**config.mk**
```make
export PLATFORM = sky130hd
export DESIGN_NAME = bcd_to_binary
export DESIGN_NICKNAME = d
export VERILOG_FILES = /design/src/rtl/bcd_to_binary.sv
export SDC_FILE = /design/constraint.sdc
export NUM_CORES = 1
export LEC_CHECK = 0
export CORE_MARGIN = 2
export CORE_UTILIZATION = 40
export DETAILED_ROUTE_END_ITERATION = 10
export PLACE_DENSITY_LB_ADDON = 0.12
export SETUP_SLACK_MARGIN = 0.15
export SLEW_MARGIN = 20
export SYNTH_ARGS = -nofsm -noshare
export SYNTH_HDL_FRONTEND = slang
export SYNTH_SLANG_ARGS = --single-unit
```
**constraint.sdc**
```tcl
create_clock -name Clk -period 3.9 [get_ports Clk]
set_input_delay 0.585 -clock Clk [delete_from_list [all_inputs] [get_ports Clk]]
set_output_delay 0.585 -clock Clk [all_outputs]
set_load 0.005 [all_outputs]
```
**src/rtl/bcd_to_binary.sv**
```systemverilog
// Sequential packed-BCD to unsigned binary converter.
// Uses reverse double-dabble: each cycle shifts right one bit, then subtracts 3 from every digit that is >= 8.
module bcd_to_binary #(
  parameter int DIGITS = 7,
  parameter int BIN_W  = 24
) (
  input  logic                  Clk,
  input  logic                  Rst,
  input  logic                  Do_Translate,
  input  logic [4*DIGITS-1:0]   Bcd,
  output logic [BIN_W-1:0]      Bin,
  output logic                  Done_Sig,
  output logic                  Busy,
  output logic                  Err
);

  localparam int BCD_W  = 4 * DIGITS;
  localparam int WORK_W = BCD_W + BIN_W;
  localparam int CNT_W  = $clog2(BIN_W + 1);

  typedef enum logic [1:0] {
    IDLE,
    SHIFT,
    DONE
  } state_t;

  state_t              state_q, state_d;
  logic [WORK_W-1:0]   work_q, work_d;
  logic [CNT_W-1:0]    cnt_q, cnt_d;
  logic                bad_q, bad_d;
  logic [BIN_W-1:0]    bin_q, bin_d;
  logic                done_q, done_d;
  logic                busy_q, busy_d;
  logic                err_q, err_d;

  logic                any_bad;
  logic [WORK_W-1:0]   shifted;
  logic [WORK_W-1:0]   adjusted;
  logic [3:0]          digit;

  always_comb begin
    any_bad = 1'b0;
    for (int i = 0; i < DIGITS; i++) begin
      if (Bcd[4*i +: 4] > 4'd9) any_bad = 1'b1;
    end
  end

  // One reverse double-dabble step on the whole working register.
  always_comb begin
    digit    = '0;
    shifted  = work_q >> 1;
    adjusted = shifted;
    for (int i = 0; i < DIGITS; i++) begin
      digit = shifted[BIN_W + 4*i +: 4];
      if (digit >= 4'd8) adjusted[BIN_W + 4*i +: 4] = digit - 4'd3;
    end
  end

  always_comb begin
    state_d = state_q;
    work_d  = work_q;
    cnt_d   = cnt_q;
    bad_d   = bad_q;
    bin_d   = bin_q;
    done_d  = 1'b0;
    busy_d  = busy_q;
    err_d   = err_q;
    case (state_q)
      IDLE: begin
        busy_d = 1'b0;
        if (Do_Translate) begin
          work_d  = {Bcd, {BIN_W{1'b0}}};
          cnt_d   = '0;
          busy_d  = 1'b1;
          bad_d   = any_bad;
          state_d = any_bad ? DONE : SHIFT;
        end
      end
      SHIFT: begin
        work_d = adjusted;
        cnt_d  = cnt_q + CNT_W'(1);
        if (cnt_q == CNT_W'(BIN_W - 1)) state_d = DONE;
      end
      DONE: begin
        done_d  = 1'b1;
        busy_d  = 1'b1;
        state_d = IDLE;
        if (bad_q) begin
          bin_d = '0;
          err_d = 1'b1;
        end else begin
          bin_d = work_q[BIN_W-1:0];
          err_d = 1'b0;
        end
      end
      default: state_d = IDLE;
    endcase
  end

  always_ff @(posedge Clk or posedge Rst) begin
    if (Rst) begin
      state_q <= IDLE;
      work_q  <= '0;
      cnt_q   <= '0;
      bad_q   <= 1'b0;
      bin_q   <= '0;
      done_q  <= 1'b0;
      busy_q  <= 1'b0;
      err_q   <= 1'b0;
    end else begin
      state_q <= state_d;
      work_q  <= work_d;
      cnt_q   <= cnt_d;
      bad_q   <= bad_d;
      bin_q   <= bin_d;
      done_q  <= done_d;
      busy_q  <= busy_d;
      err_q   <= err_d;
    end
  end

  assign Bin      = bin_q;
  assign Done_Sig = done_q;
  assign Busy     = busy_q;
  assign Err      = err_q;

endmodule

```
==> results.ini <==
[grt]
gr-usage-met1_pct = 22.6
grt_usage_pct = 17.0
antenna_found_initial = 0
grt_pass1_vias = 3131
use_met2_pct = 27.6
grt_pass1_wl_um = 15200
grt_max_degree = 49
grt_overflow_total = 0
grtUsageMet3_pct = 3.25

[drt]
drc = 0
dr.first_iter.drc_count = 76
top_layer = met4
m1WireLength_um = 4280
route.vias.total = 3201
routed-wl-met3_um = 295
ant_nets = 0
wl_per_cell_um = 13.7
met2_length_um = 4100
routed_wl_um = 8800
drt_pass1_iterations = 4
viasPerCell = 4.99

[setup_path]
reg2reg_to = work_q[19]
critPathTopFamily = simple AND/OR/NAND/NOR gates
cp_max_fo = 48
reg2reg_slack_ns = 1.79
cp.depth = 4
crit_type = flop to flop
cp-endpoint = work_q[19]
ff2ff_path_depth = 4
max_stage_delay_ns = 0.84
r2r_start = state_q[1]
startpoint = state_q[1]
critPathCaptureType = flop
crit_required_ns = 4.17
crit_arrival_ns = 2.38
cp-start-kind = flop
path_cells = nand2b_2 > buf_4 > nand2_1 > o21ai_0
slowest_stage = nand2b_2
path_buffers = 1

[synth]
yosys.cell_types.count = 34
async_reset_ff_share_pct = 100
ys_seq_share_pct = 52.4
top_area_share_pct = 52.4
avgSynthCellArea_sq_um = 9.15
ys_cells = 454
ys_warn_count = 0
synth.most_common_cell = nand2_1
syn_area_sq_mm = 0.00415
fp_nets = 498
yosys-stat-area_sq_mm = 0.00415
flop_cell = dfrtp_1
top_cells_by_count = nand2_1, dfrtp_1, o21ai_0, nand2b_1, nor2_1
synth-seq-cells = 87
syn_inst = 454
synth.largest_area_cell = dfrtp_1
area_leaders = dfrtp_1, nand2_1, o21ai_0, nand2b_1, ha_1
synth-edff-count = 0

[timing]
slew_headroom_pct = 35.0
slew_violations = 0
period_needed_ns = 2.11
hold_viol_final = 0
tightest_slew_ns = 0.975
fin_tns_setup_ns = 0
rsz0062_at_grt = false
fin_skew_ns = 0.00983
finalCritPeriodShare_pct = 54.1
fmax_mhz = 474

[floorplanning]
tapCellCount = 136
placementRows = 37
die_w_um = 106
chipHeight_um = 106
die-area_sq_mm = 0.0112

[pwr]
clock_power_share_pct = 34.0
swShare_pct = 29.0
internal-power_mw = 1.50
p_seq_share_pct = 50.4
p_comb_mw = 0.331
powerClk_mw = 0.721
ir_worst_vdd_uv = 224
top_power_group = sequential cells
powerDensity_mw_per_mm2 = 421
p_total_mw = 2.12
p_switching_mw = 0.616

[final_layout]
lay_top_cells = nand2_1, dfrtp_1, o21ai_0, clkdlybuf4s50_1, nand2b_1
drive_above_1_share_pct = 6.52
nMultiInputCombCells = 325
n_antenna_cell = 0
buf_share_pct = 12.4
fin_nets = 545
largest_reg_flops = 52
fill_cells = 983
n_all_buffers = 64
ff_count = 87
clock_buffers = 9
nNonClkInverters = 14
comb_area_share_pct = 35.5
largest_cell_class = sequential cells
syn_to_final_growth_pct = 21.4
top_register = work_q
logic_area_sq_mm = 0.00179

[flow_run]
maxCapViolations = 0
warning_count = 38

[clock_network]
ctsResizeCount = 0
clk_pin_slew_ns = 0.09
cts-hold-fix-buffers = 0
clock_sinks = 87
clock-root-buffer = clkbuf_8
insertion_delay_ns = 0.36
post_cts_buffers = 0
cts_made_buffers = 9

[place]
port_buffers = 57
hpwl_um = 5890
gp_congestion = 0.794

[hold_path]
min_path_type = flop to flop
hold_end = Bin[7]
whs_path_depth = 2
worstHoldStart = Bin[7]

[outcome]
status = completed

## per-stage QoR
stage	cell area (sq um)	util (%)	hold WS, ns	setup slack, ns	instances
6_report	5040	49.5	0.484	1.79	642
5_1_grt	5040	49.5	0.505	1.65	642
4_1_cts	5040	49.5	0.492	1.79	642
3_5_place_dp	4820	47.3	0.470	1.45	626
3_3_place_gp	4820	47.3	0.462	1.49	626
2_1_floorplan	4150	-	0.451	1.06	454
## logic make-up (layout without fill, tap and decap cells)
family / after synthesis / after routing / share of synthesized area, %
AND/OR/NAND/NOR: 190 / 190 / 20.7
AND-OR/OR-AND: 107 / 107 / 15.2
flip-flops: 87 / 87 / 52.4
buffers and inverters: 42 / 94 / 4.58
XOR/XNOR: 14 / 14 / 2.95
adder cells (fa/ha/maj): 13 / 13 / 3.92
multiplexers: 1 / 1 / 0.271
==> images/gate_families.png <==
Scale: 4 px per um.
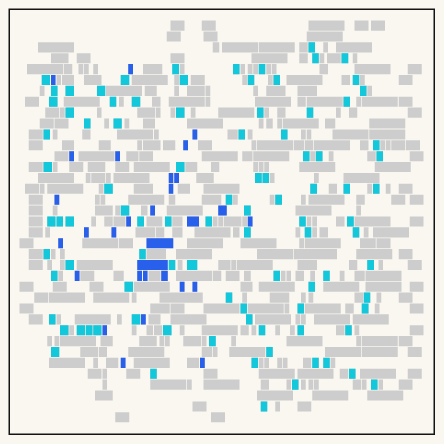
legend:
  cyan:
    family: inverting AOI/OAI gates
    cells: 94
    where: widely spread
  blue:
    family: NOR gates
    cells: 30

==> images/registers.png <==
Scale: 4 px per um. Other sequential cells in the stronger gray, the rest of the logic in the fainter gray.
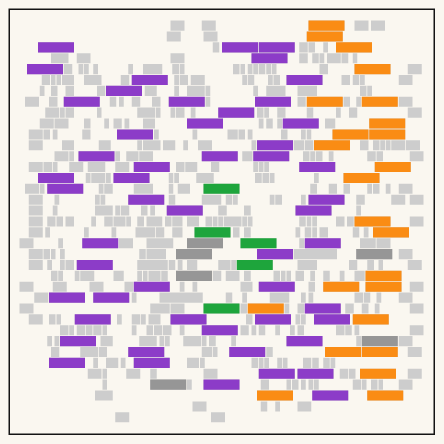
legend:
  orange:
    netlist_name: Bin
    placed_flops: 24
  purple:
    netlist_name: work_q
    placed_flops: 52
  green:
    netlist_name: cnt_q
    placed_flops: 5
    where: center
not colored: 6
Finished Core Util: 49.5%
register area: 0.00218 sq mm
Seq. pwr: 1.07 mW
fraction of area in registers: 43.2%

==> images/density.png <==
Scale: 2 px per um. 11 x 11 tiles, from dark purple (low) to yellow (high), 0 to 100% covered.
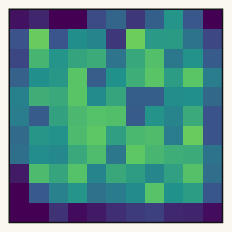
mean over tiles: 43%
tiles over 75% full: 2.5%
densest ninth of the die: center
emptiest ninth of the die: south-west
fullest tile: 77%
FP Util: 40.8%
CORE AREA: 0.0102 sq mm

Power is estimated from default activity; no workload was simulated.
